run_1/floorplan.png
Scale bar: 50 µm. Pins as bars on the die edge.
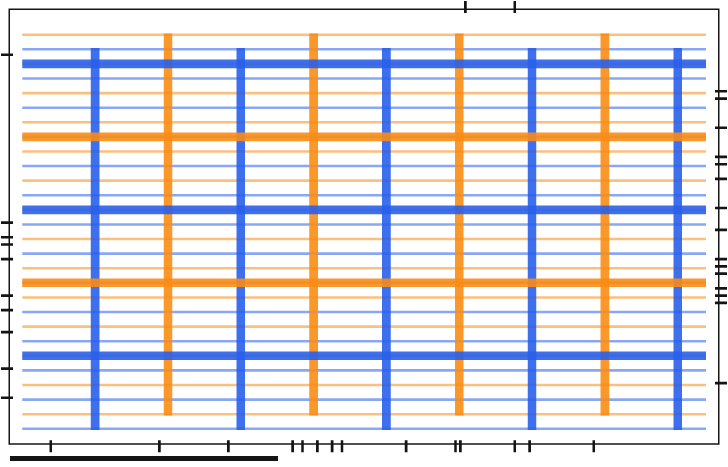
run_1/class_map.png
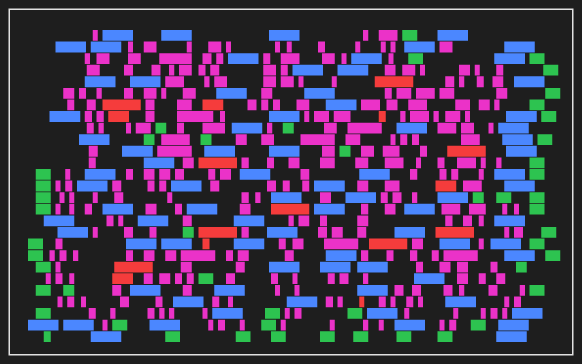
run_1/clock_wires.png
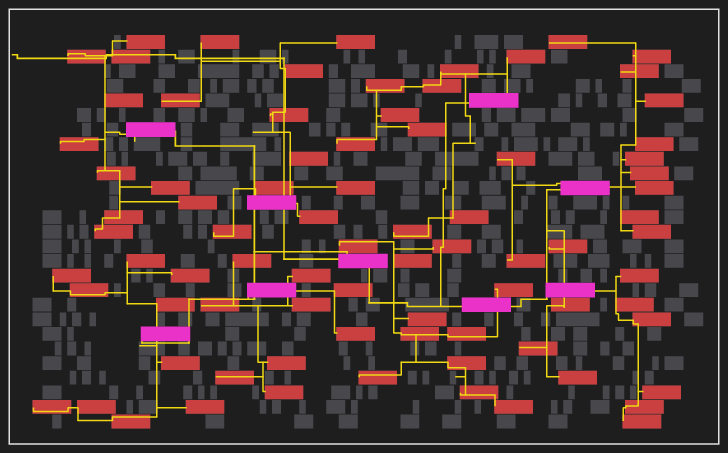
<file path="config.mk">
export PLATFORM = sky130hd
export DESIGN_NAME = seven_seg_scan_ctrl
export DESIGN_NICKNAME = d
export VERILOG_FILES = /design/src/rtl/seven_seg_pkg.sv /design/src/rtl/seven_seg_scan_ctrl_hex_to_seg.sv /design/src/rtl/seven_seg_scan_ctrl.sv
export SDC_FILE = /design/constraint.sdc
export NUM_CORES = 1
export LEC_CHECK = 0
export CAP_MARGIN = 20
export CELL_PAD_IN_SITES_DETAIL_PLACEMENT = 1
export CELL_PAD_IN_SITES_GLOBAL_PLACEMENT = 2
export CORE_ASPECT_RATIO = 0.6
export CORE_MARGIN = 2
export CORE_UTILIZATION = 38
export CTS_CLUSTER_DIAMETER = 40
export CTS_CLUSTER_SIZE = 40
export DETAILED_ROUTE_END_ITERATION = 8
export GPL_TIMING_DRIVEN = 1
export PLACE_DENSITY_LB_ADDON = 0.1
export REMOVE_ABC_BUFFERS = 1
export SLEW_MARGIN = 25
export SYNTH_ARGS = -nofsm -noshare
export SYNTH_HDL_FRONTEND = slang
export SYNTH_SLANG_ARGS = --single-unit
</file>
<file path="constraint.sdc">
create_clock -name clk -period 3.3 [get_ports clk]
set_input_delay 0.99 -clock clk [delete_from_list [all_inputs] [get_ports clk]]
set_output_delay 0.99 -clock clk [all_outputs]
set_load 0.01 [all_outputs]
</file>
<file path="src/rtl/seven_seg_pkg.sv">
// seven_seg_pkg: shared constants, segment table and display record for the scan controller
package seven_seg_pkg;
    localparam logic [6:0] SEG_BLANK = 7'h7F;
    localparam logic [3:0] AN_OFF    = 4'b1111;
    // Active-low {g,f,e,d,c,b,a} patterns for hex digits 0..F
    localparam logic [6:0] HEX_SEG [16] = '{
        7'h40, 7'h79, 7'h24, 7'h30, 7'h19, 7'h12, 7'h02, 7'h78,
        7'h00, 7'h10, 7'h08, 7'h03, 7'h46, 7'h21, 7'h06, 7'h0E
    };
    typedef struct packed {
        logic [15:0] value;
        logic [3:0]  dp;
        logic [3:0]  blank_mask;
    } disp_t;
endpackage

</file>
<file path="src/rtl/seven_seg_scan_ctrl_hex_to_seg.sv">
// hex_to_seg: combinational hex nibble to active-low seven-segment pattern
//   hex in  [3:0]  nibble to display
//   seg out [6:0]  {g,f,e,d,c,b,a}, active-low
module hex_to_seg
    import seven_seg_pkg::*;
(
    input  logic [3:0] hex,
    output logic [6:0] seg
);
    assign seg = HEX_SEG[hex];
endmodule

</file>
<file path="src/rtl/seven_seg_scan_ctrl.sv">
// seven_seg_scan_ctrl: 4-digit multiplexed seven-segment scan controller with frame-aligned loads
//   clk, rst (sync, active-high)
//   load_valid/load_ready : handshake for value[15:0], dp_in[3:0], blank_mask[3:0]
//   an[3:0]   : anode selects, active-low
//   seg[6:0]  : segments {g,f,e,d,c,b,a}, active-low
//   dp        : decimal point, active-low
//   frame_tick: one-cycle pulse after each completed frame
//   Optional: define LEADING_ZERO_BLANK_EN to suppress leading zero digits 3..1
module seven_seg_scan_ctrl
    import seven_seg_pkg::*;
#(
    parameter int CLK_DIV      = 100000,
    parameter int BLANK_CYCLES = 1000
) (
    input  logic        clk,
    input  logic        rst,
    input  logic        load_valid,
    output logic        load_ready,
    input  logic [15:0] value,
    input  logic [3:0]  dp_in,
    input  logic [3:0]  blank_mask,
    output logic [3:0]  an,
    output logic [6:0]  seg,
    output logic        dp,
    output logic        frame_tick
);
    localparam int CW = $clog2(CLK_DIV);
    localparam logic [CW-1:0] CNT_LAST = CW'(CLK_DIV - 1);
    localparam logic [CW-1:0] BLANK    = CW'(BLANK_CYCLES);

    logic [CW-1:0] cnt_q, cnt_d;
    logic [1:0]    idx_q, idx_d;
    disp_t         disp_q, disp_d, pend_q, pend_d;
    logic          pend_full_q, pend_full_d;
    logic [3:0]    an_q, an_d;
    logic [6:0]    seg_q, seg_d;
    logic          dp_q, dp_d;
    logic          frame_tick_q, frame_tick_d;
    logic [6:0]    seg_w;
    logic          wrap, boundary, accept, zsup, lit;

    hex_to_seg u_hex (
        .hex(disp_q.value[{idx_q, 2'b00} +: 4]),
        .seg(seg_w)
    );

    always_comb begin
        wrap         = cnt_q == CNT_LAST;
        boundary     = wrap && idx_q == 2'd3;
        accept       = load_valid && !pend_full_q;
        cnt_d        = wrap ? '0 : cnt_q + 1'b1;
        idx_d        = wrap ? idx_q + 2'd1 : idx_q;
        pend_d       = accept ? disp_t'{value, dp_in, blank_mask} : pend_q;
        // Only a value already pending before the boundary is applied;
        // accept and apply are exclusive since accept needs an empty buffer.
        disp_d       = boundary && pend_full_q ? pend_q : disp_q;
        pend_full_d  = accept ? 1'b1 : boundary ? 1'b0 : pend_full_q;
`ifdef LEADING_ZERO_BLANK_EN
        zsup         = idx_q != 2'd0 && (disp_q.value >> {idx_q, 2'b00}) == 16'h0;
`else
        zsup         = 1'b0;
`endif
        lit          = cnt_q >= BLANK && !disp_q.blank_mask[idx_q] && !zsup;
        an_d         = lit ? ~(4'b0001 << idx_q) : AN_OFF;
        seg_d        = lit ? seg_w : SEG_BLANK;
        dp_d         = lit ? ~disp_q.dp[idx_q] : 1'b1;
        frame_tick_d = boundary;
    end

    always_ff @(posedge clk) begin
        if (rst) begin
            cnt_q        <= '0;
            idx_q        <= '0;
            disp_q       <= '0;
            pend_q       <= '0;
            pend_full_q  <= 1'b0;
            an_q         <= AN_OFF;
            seg_q        <= SEG_BLANK;
            dp_q         <= 1'b1;
            frame_tick_q <= 1'b0;
        end else begin
            cnt_q        <= cnt_d;
            idx_q        <= idx_d;
            disp_q       <= disp_d;
            pend_q       <= pend_d;
            pend_full_q  <= pend_full_d;
            an_q         <= an_d;
            seg_q        <= seg_d;
            dp_q         <= dp_d;
            frame_tick_q <= frame_tick_d;
        end
    end

    assign load_ready = !pend_full_q;
    assign an         = an_q;
    assign seg        = seg_q;
    assign dp         = dp_q;
    assign frame_tick = frame_tick_q;
endmodule

</file>
==> results.tsv, run 1 <==
metric	value	unit
drt via density	5.362	
count of library flops with an enable pin	0	
Slew @ Worst Pin	0.9110	ns
Max IR drop VDD	0.2439	mV
Worst Setup SP	idx_q[0]	
worst setup path class	reg2reg	
GRT Overall Usage	0.1886	
setup slack after layout	0.9558	ns
pwr dens	471.8	nW/µm²
number of clock-tree buffers in the layout	14	
R2R depth	5	
Reg power frac	0.486	
Sw Share	0.2161	
Ys Warns	0	
comb area leader	simple AND/OR/NAND/NOR gates	
Pleak	1.525	nW
outcome	completed	
Synth Instances	406	
fill count	1117	
Critical Path Stages	5	
delay-heaviest family, CP	multiplexers	
GRT busiest layer	met2	
Max Fanout on Critical Path	8	
Post-Syn Area	3732	µm²
Notes on floorplan.png above:
| color | net |
|---|---|
| blue | VSS |
| orange | VDD |
signal pins: 41
met1 rails: 28
met5 straps: 5
core area: 9358 µm²
Die Span Y: 80.77 µm

Notes on class_map.png above:
| color | class | cells |
|---|---|---|
| blue | registers | 81 |
| magenta | remaining logic cells | 290 |
| red | clock drivers and dummy loads | 16 |
| green | remaining buffers and delay cells | 49 |

Notes on clock_wires.png above:
[magenta] clock-net drivers | count: 9
[yellow] clock wires | length: 1130 µm
[red] flip-flops | count: 81
routed clock nets: 10
clk latency late pin: 0.34 ns
clock power share: 0.469
skew final: 0.008960 ns
Clock Power: 0.978 mW

## Run 2: what changed since run 1
CORE_UTILIZATION = 31   (was 38)
clock period = 1.94 ns   (was 3.3 ns; I/O delays follow)
==> run 2 against run 1 <==
Compared with the run above: global-route usage fell by 2.7 points; sequential share of layout area fell by 1.6 points; sequential power rose by about 70%; largest cell class unchanged; via count rose by 1.5%; cell count rose by 7.2%; count of clock-buffer cells in the layout fell by 1; clock skew fell by 0.0031 ns; sequential cell count did not move; largest power group unchanged; clock power rose by 73%.
==> results.tsv, run 2 <==
metric	value	unit	change
CTS resizes	0		
Sw Share	0.2134		-0.002681
Max Fanout on Critical Path	5		-3
GRT busiest layer	met2		
GRT Overall Usage	0.1612		-0.02742
worst setup path class	reg2out		
clk latency late pin	0.34	ns	about the same
routed via count	3080		
Slew @ Worst Pin	0.4780	ns	-0.4330 ns
Final Power	3.586	mW	
Pleak	1.600	nW	+4.9%
Synth Instances	406		unchanged
outcome	completed		
drt via density	5.074		-5.4%
placed cell count	591		
Worst Setup SP	pend_full_q		
top cells by count	81 x dfxtp_1, 64 x nand2_1, 54 x a21oi_1		
count of library flops with an enable pin	0		unchanged
Critical Path Stages	2		-3
setup slack after layout	0.06030	ns	-0.8955 ns
number of clock-tree buffers in the layout	13		-1
comb area leader	simple AND/OR/NAND/NOR gates		
fill count	1328		+19%
Ys Warns	0		unchanged
Clock Power	1.69	mW	+73%
R2R depth	4		-1
Simple Share, Synth	0.1971		
Setup Buffers After CTS	0		
Reg power frac	0.480		-0.006
reg2reg setup slack	0.14	ns	
Root Buffer	clkbuf_16		
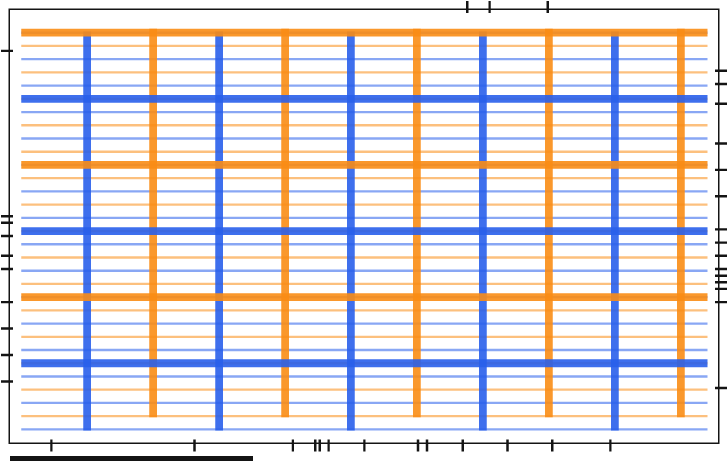
run_2/floorplan.png
Scale bar: 50 µm. Pins as bars on the die edge.
| color | net |
|---|---|
| blue | VSS |
| orange | VDD |
met4 straps: 10
met1 rails: 31
signal pins: 41
rows: 30
Die Span Y: 89.00 µm
Max IR drop VDD: 0.3419 mV
Die X: 145.7 µm
core area: 11520 µm²

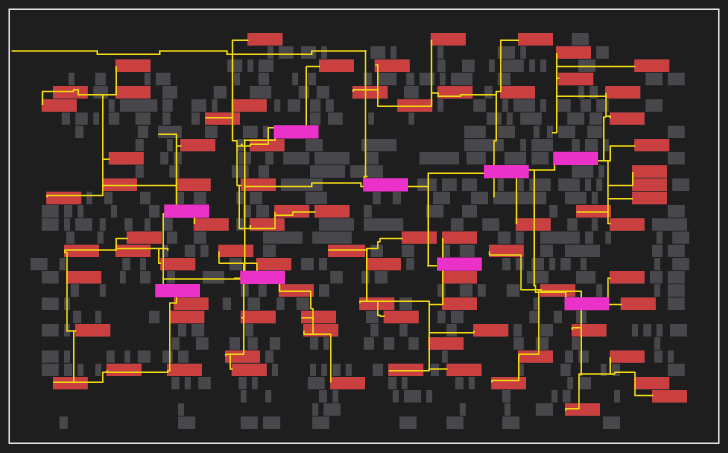
run_2/clock_wires.png
[magenta] clock-net drivers | count: 9
[red] flip-flops | count: 81
[yellow] clock wires | length: 1130 µm
routed clock nets: 10
flops lie: spread over the die
clock power share: 0.470
skew final: 0.005826 ns

Power and IR drop assume default switching activity.
